**Cells colored by class**

Bar = 10 um.
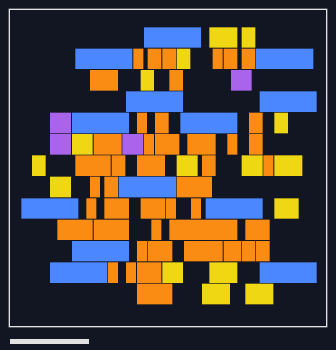
**Metal 2**

Cells faint in the background.
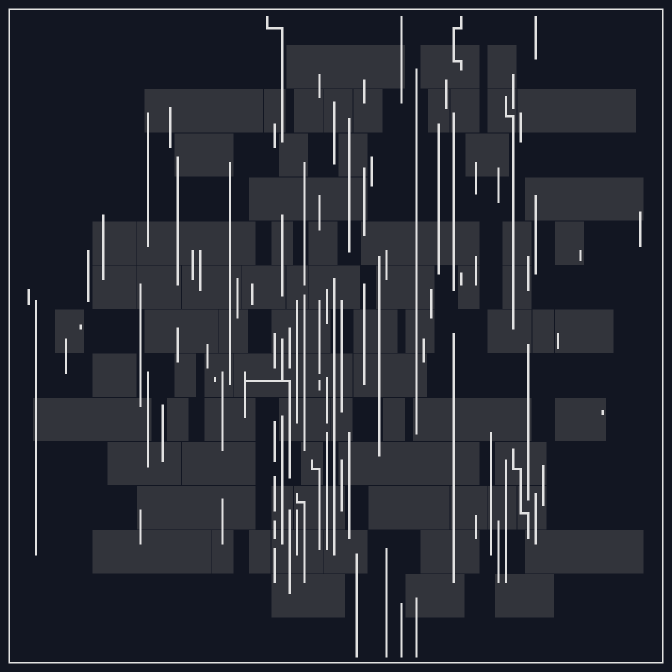
## src/rtl/mux_scan_ctrl.sv

```systemverilog
// mux_scan_ctrl: steps a 4:1 mux select through channels 0..3,
// samples the mux output once per channel and emits a 4-bit word.
module mux_scan_ctrl #(
    parameter int DWELL = 4
) (
    input  logic       clk,
    input  logic       rst_n,
    input  logic       start,
    input  logic       stop,
    input  logic       cont,
    input  logic       y,
    output logic [1:0] s,
    output logic       busy,
    output logic       done,
    output logic [3:0] data
);

    localparam int CW = (DWELL > 1) ? $clog2(DWELL) : 1;
    localparam logic [CW-1:0] LAST = CW'(DWELL - 1);

    localparam logic [0:0] IDLE = 1'b0;
    localparam logic [0:0] SCAN = 1'b1;

    logic [0:0]    state;
    logic [CW-1:0] cnt;
    logic [2:0]    shadow;

    // busy is a pure decode of the state register
    assign busy = (state == SCAN);

    // scan sequencer: dwell counting, channel stepping, sampling, word output
    always_ff @(posedge clk) begin
        if (!rst_n) begin
            state  <= IDLE;
            s      <= 2'd0;
            cnt    <= '0;
            shadow <= 3'd0;
            data   <= 4'd0;
            done   <= 1'b0;
        end else begin
            done <= 1'b0;
            if (state == IDLE) begin
                if (start && !stop) begin
                    state <= SCAN;
                    s     <= 2'd0;
                    cnt   <= '0;
                end
            end else if (stop) begin
                state <= IDLE;
                s     <= 2'd0;
                cnt   <= '0;
            end else if (cnt != LAST) begin
                cnt <= cnt + CW'(1);
            end else begin
                cnt <= '0;
                case (s)
                    2'd0:    shadow[0] <= y;
                    2'd1:    shadow[1] <= y;
                    2'd2:    shadow[2] <= y;
                    default: ;
                endcase
                if (s != 2'd3) begin
                    s <= s + 2'd1;
                end else begin
                    // last channel goes straight from y into the word
                    data <= {y, shadow};
                    done <= 1'b1;
                    s    <= 2'd0;
                    if (!cont) begin
                        state <= IDLE;
                    end
                end
            end
        end
    end

endmodule

```

## config.mk

```make
export PLATFORM = sky130hd
export DESIGN_NAME = mux_scan_ctrl
export DESIGN_NICKNAME = d
export VERILOG_FILES = /design/src/rtl/mux_scan_ctrl.sv
export SDC_FILE = /design/constraint.sdc
export NUM_CORES = 1
export LEC_CHECK = 0
export CAP_MARGIN = 10
export CORE_UTILIZATION = 40
export CTS_BUF_LIST = sky130_fd_sc_hd__clkbuf_4 sky130_fd_sc_hd__clkbuf_8 sky130_fd_sc_hd__clkbuf_16
export CTS_CLUSTER_DIAMETER = 80
export CTS_CLUSTER_SIZE = 14
export DETAILED_ROUTE_END_ITERATION = 7
export PLACE_DENSITY = 0.67
export SETUP_SLACK_MARGIN = 0.1
export SLEW_MARGIN = 20
export SYNTH_ARGS = -nofsm -noshare
export SYNTH_HDL_FRONTEND = slang
export SYNTH_SLANG_ARGS = --single-unit
```

## constraint.sdc

```tcl
create_clock -name clk -period 1.4 [get_ports clk]
set_input_delay 0.28 -clock clk [delete_from_list [all_inputs] [get_ports clk]]
set_output_delay 0.28 -clock clk [all_outputs]
set_load 0.03 [all_outputs]
```

==> metrics.sh <==
NUMBER_OF_FLOPS_MAPPED_TO_ENABLE_CELLS_BY_YOSYS=0
POWER.SWITCHING_FRACTION_PCT=21.9
CRITICAL_PATH_BUF_INV_COUNT=1
CTS_BUFFERS=3
WORST_R2R_STARTPOINT='cnt[0]'
WORSTPATHCELLLIST='buf_4'
PATH_MAX_FANOUT=6
TOTAL_GRT_OVERFLOW=0
PLACED_CELLS=89
DETAIL_ROUTE.WIRELENGTH.MET1_UM=545
LAYOUT-DRIVE-GT1-SHARE_PCT=20.5
YS_CELLS=60
ARRIVAL_NS=0.97
REQUIRED_TIME_REPORTED_FOR_THE_CRITICAL_PATH_ENDPOINT_NS=1.12
WORST-SETUP-PATH-TYPE='reg2out'
NUMBER_OF_ANTENNA_VIOLATIONS_AT_THE_FIRST_CHECK_IN_GLOBAL_ROUTING=0
NETLIST_CELL_TYPES=18
FINAL_NET_COUNT=90
CTS_TREE='yes'
P_LEAK_nW=0.355
CTS_SINKS=13
WORST_HOLD_STARTPOINT='shadow[2]'
GRTUSAGEMET1_PCT=20.9
POWER.IR.VDD_WORST_mV=0.542
OUTCOME='completed'
ROOT_BUFFER_CELL='sky130_fd_sc_hd__clkbuf_4'
RELSLEWSLACK_PCT=80.5
R2R_CELLS=4
FP.DIEAREA_UM2=1620
NUMBER_OF_VIOLATIONS_OF_THE_MAX_CAPACITANCE_LIMIT=0
PLACE.PORT_BUFFERS=13
TNS_NS=0
WORST_SKEW_PAIR.LATE_LATENCY_NS=0.28
CELLPOWERDENSITY_nW_PER_UM2=900
OPENROAD.WARNINGS=30
POST-ROUTE-MIN-PERIOD_NS=1.25
FINALWEIGHTEDCONGESTION=0.755
CRITPATHTOPFAMILY='flip-flops'
POSTSYNTHAREAPERCELL_UM2=9.74
WORST_HOLD_PATH.NUM_CELLS=2
GRT_USE_TOTAL_PCT=16.6
POST-ROUTE-CELL-AREA_UM2=747
DESIGN_POWER_TOTAL_uW=672
CLK_POWER_uW=251
POSTSYNTHCELLCOUNT=60
DETAILEDROUTE.FIRSTPASSITERATIONCOUNT=2
SYNTH-MAIN-FF-CELL='sky130_fd_sc_hd__dfxtp_1'
CRITPATHSLOWESTCELL='sky130_fd_sc_hd__dfxtp_1'
DIE_X_EXTENT_UM=40.2
WORST_HOLD_SLACK_NS=0.459
YOSYS_WARNINGS=0
SETUP_REPAIR_AFTER_GLOBAL_ROUTING_MISSED_ITS_MARGIN='no'
CPPEAKSTAGEDELAY_NS=0.47
FIN_CELLS=93
INSERTEDDIODECOUNT=0
MIN_PERIOD_OVER_PERIOD_PCT=89.3
PLACE.DETAILED.HPWL_UM=781
SYNTH.YOSYS.CHIP_AREA_UM2=584
FINCLKSKEW_NS=0.00847
PLACE_WORST_SETUP_SLACK_NS=-0.0964
CLOCK_TREE.BUFFER_DEPTH=2
ANTENNA_VIOLATING_NETS_POST_ROUTE=0
CRIT_PATH_START_KIND='register'
CRIT_PATH_END_KIND='primary output'
HP-CLASS='reg2reg'
TOP_LEVEL_PORTS=14
DETAILROUTE.WIRELENGTH.MET2_UM=451
SETUP_VIOLATIONS=0
GRT_MAX_DEGREE=10
PWR-SHARE-COMB_PCT=6.8
DRC=0
POSTSYNTHSEQSHARE_PCT=44.5
FLOW.AREA_GROWTH_FROM_SYNTHESIS_PCT=27.8
INITCOREUTIL_PCT=43.8
POST-CTS-SETUP-BUFFER-COUNT=0
CLKSLEWWORSTSETUPHOLDPATHS_NS=0.08
CRIT_START='busy'
TOP_POWER_GROUP='registers'
WL_MET3_UM=71
H_TREE_DEPTH=1
YS_ASYNC_SR_FRACTION_PCT=0
GRT_UTIL_MET3_PCT=10.0
WL_PER_CELL_UM=11.6
POWER.SHARE.SEQUENTIAL_PCT=55.8
GRT_FIRST_PASS_WIRELENGTH_UM=1680
FINAL_CRITICAL_PATH_SETUP_SLACK_NS=0.150
PG_COMB_uW=45.6
FINAL_COMMON_CELL='sky130_fd_sc_hd__dfxtp_1'
TIMING.FINAL.MAX_SLEW_VIOLATIONS=0
GRT_MOST_USED_LAYER='met2'
LEADING_CELL_TYPES_IN_THE_LAYOUT_FILL_AND_TAPS_EXCLUDED='13 x sky130_fd_sc_hd__dfxtp_1, 7 x sky130_fd_sc_hd__nand3_1, 6 x sky130_fd_sc_hd__nand2_1'
TIMING.FINAL.HOLD_VIOLATIONS=0
CP_NUM_CELLS=1
TOP_SIG_LAYER='met4'
TIGHTEST_PIN_TRANSITION_NS=0.294
Back to the opening pictures, 'cells colored by class':
[purple] clock drivers and dummy loads | cells: 4 | share of their area: 4.1%
[yellow] other buffers and delay cells | cells: 16 | share of their area: 17%
[orange] combinational and other logic | cells: 45 | share of their area: 43%
[blue] flops | cells: 13 | share of their area: 36%
share of the core filled with cells: 56.0%
sequential portion of the cell area: 34.8%
Std-Cell Rows: 13
Core Footprint: 1330 um2

Back to the opening pictures, 'metal 2':
share of all routed wire: 42%
main direction: vertical
longest straight run: 22.4 um
nets with wire on the layer: 68
met2 layer usage reported by global route: 23.4%
Post-Route WL: 1080 um
number of vias in the routed layout: 466

[path summary, 6_finish.rpt]
| check | to | slack [ns] |
|---|---|---|
| setup reg to reg | s[1] | 0.21 |
| hold / removal | data[2] | 0.46 |
| hold reg to reg | data[2] | 0.46 |
| setup / recovery | busy | 0.15 |
[final cells by class]
| class | instances | area (um2) |
|---|---|---|
| Inverter | 4 | 15.0 |
| Timing Repair Buffer | 16 | 121 |
| Fill cell | 131 | 587 |
| Tap cell | 15 | 18.8 |
| Clock buffer | 4 | 30.0 |
| Multi-Input combinational cell | 41 | 302 |
| Sequential cell | 13 | 260 |
[what timing repair did]
item	in CTS	in global routing
setup endpoints to repair	6	9
pin swaps	0	0
hold buffers	0	0
resized	8	9
[logic make-up after synthesis]
kind of cell    Yosys count  synth area share (%)
xor+xnor                  1                  1.50
flops                    13                  44.5
buf+inv                   6                  5.35
fa+ha+maj                 5                  10.7
compound gates            9                  10.3
simple gates             22                  20.8
mux                       4                  6.85
[Yosys cell counts (2+ instances only)]
library cell | count | area, um2
sky130_fd_sc_hd__nand3_1 | 7 | 35.0
sky130_fd_sc_hd__nand2_1 | 6 | 22.5
sky130_fd_sc_hd__mux2i_1 | 4 | 40.0
sky130_fd_sc_hd__ha_1 | 5 | 62.6
sky130_fd_sc_hd__nor2_1 | 4 | 15.0
sky130_fd_sc_hd__a32oi_1 | 2 | 17.5
sky130_fd_sc_hd__inv_1 | 4 | 15.0
sky130_fd_sc_hd__dfxtp_1 | 13 | 260
sky130_fd_sc_hd__o21ai_0 | 5 | 25.0
sky130_fd_sc_hd__o32ai_1 | 2 | 17.5
[registers in the layout, indices dropped and copies added, names as in the netlist]
name and cells:
s 2, busy 1, shadow 3, done 1
data 4, cnt 2
Power and IR drop assume default switching activity.
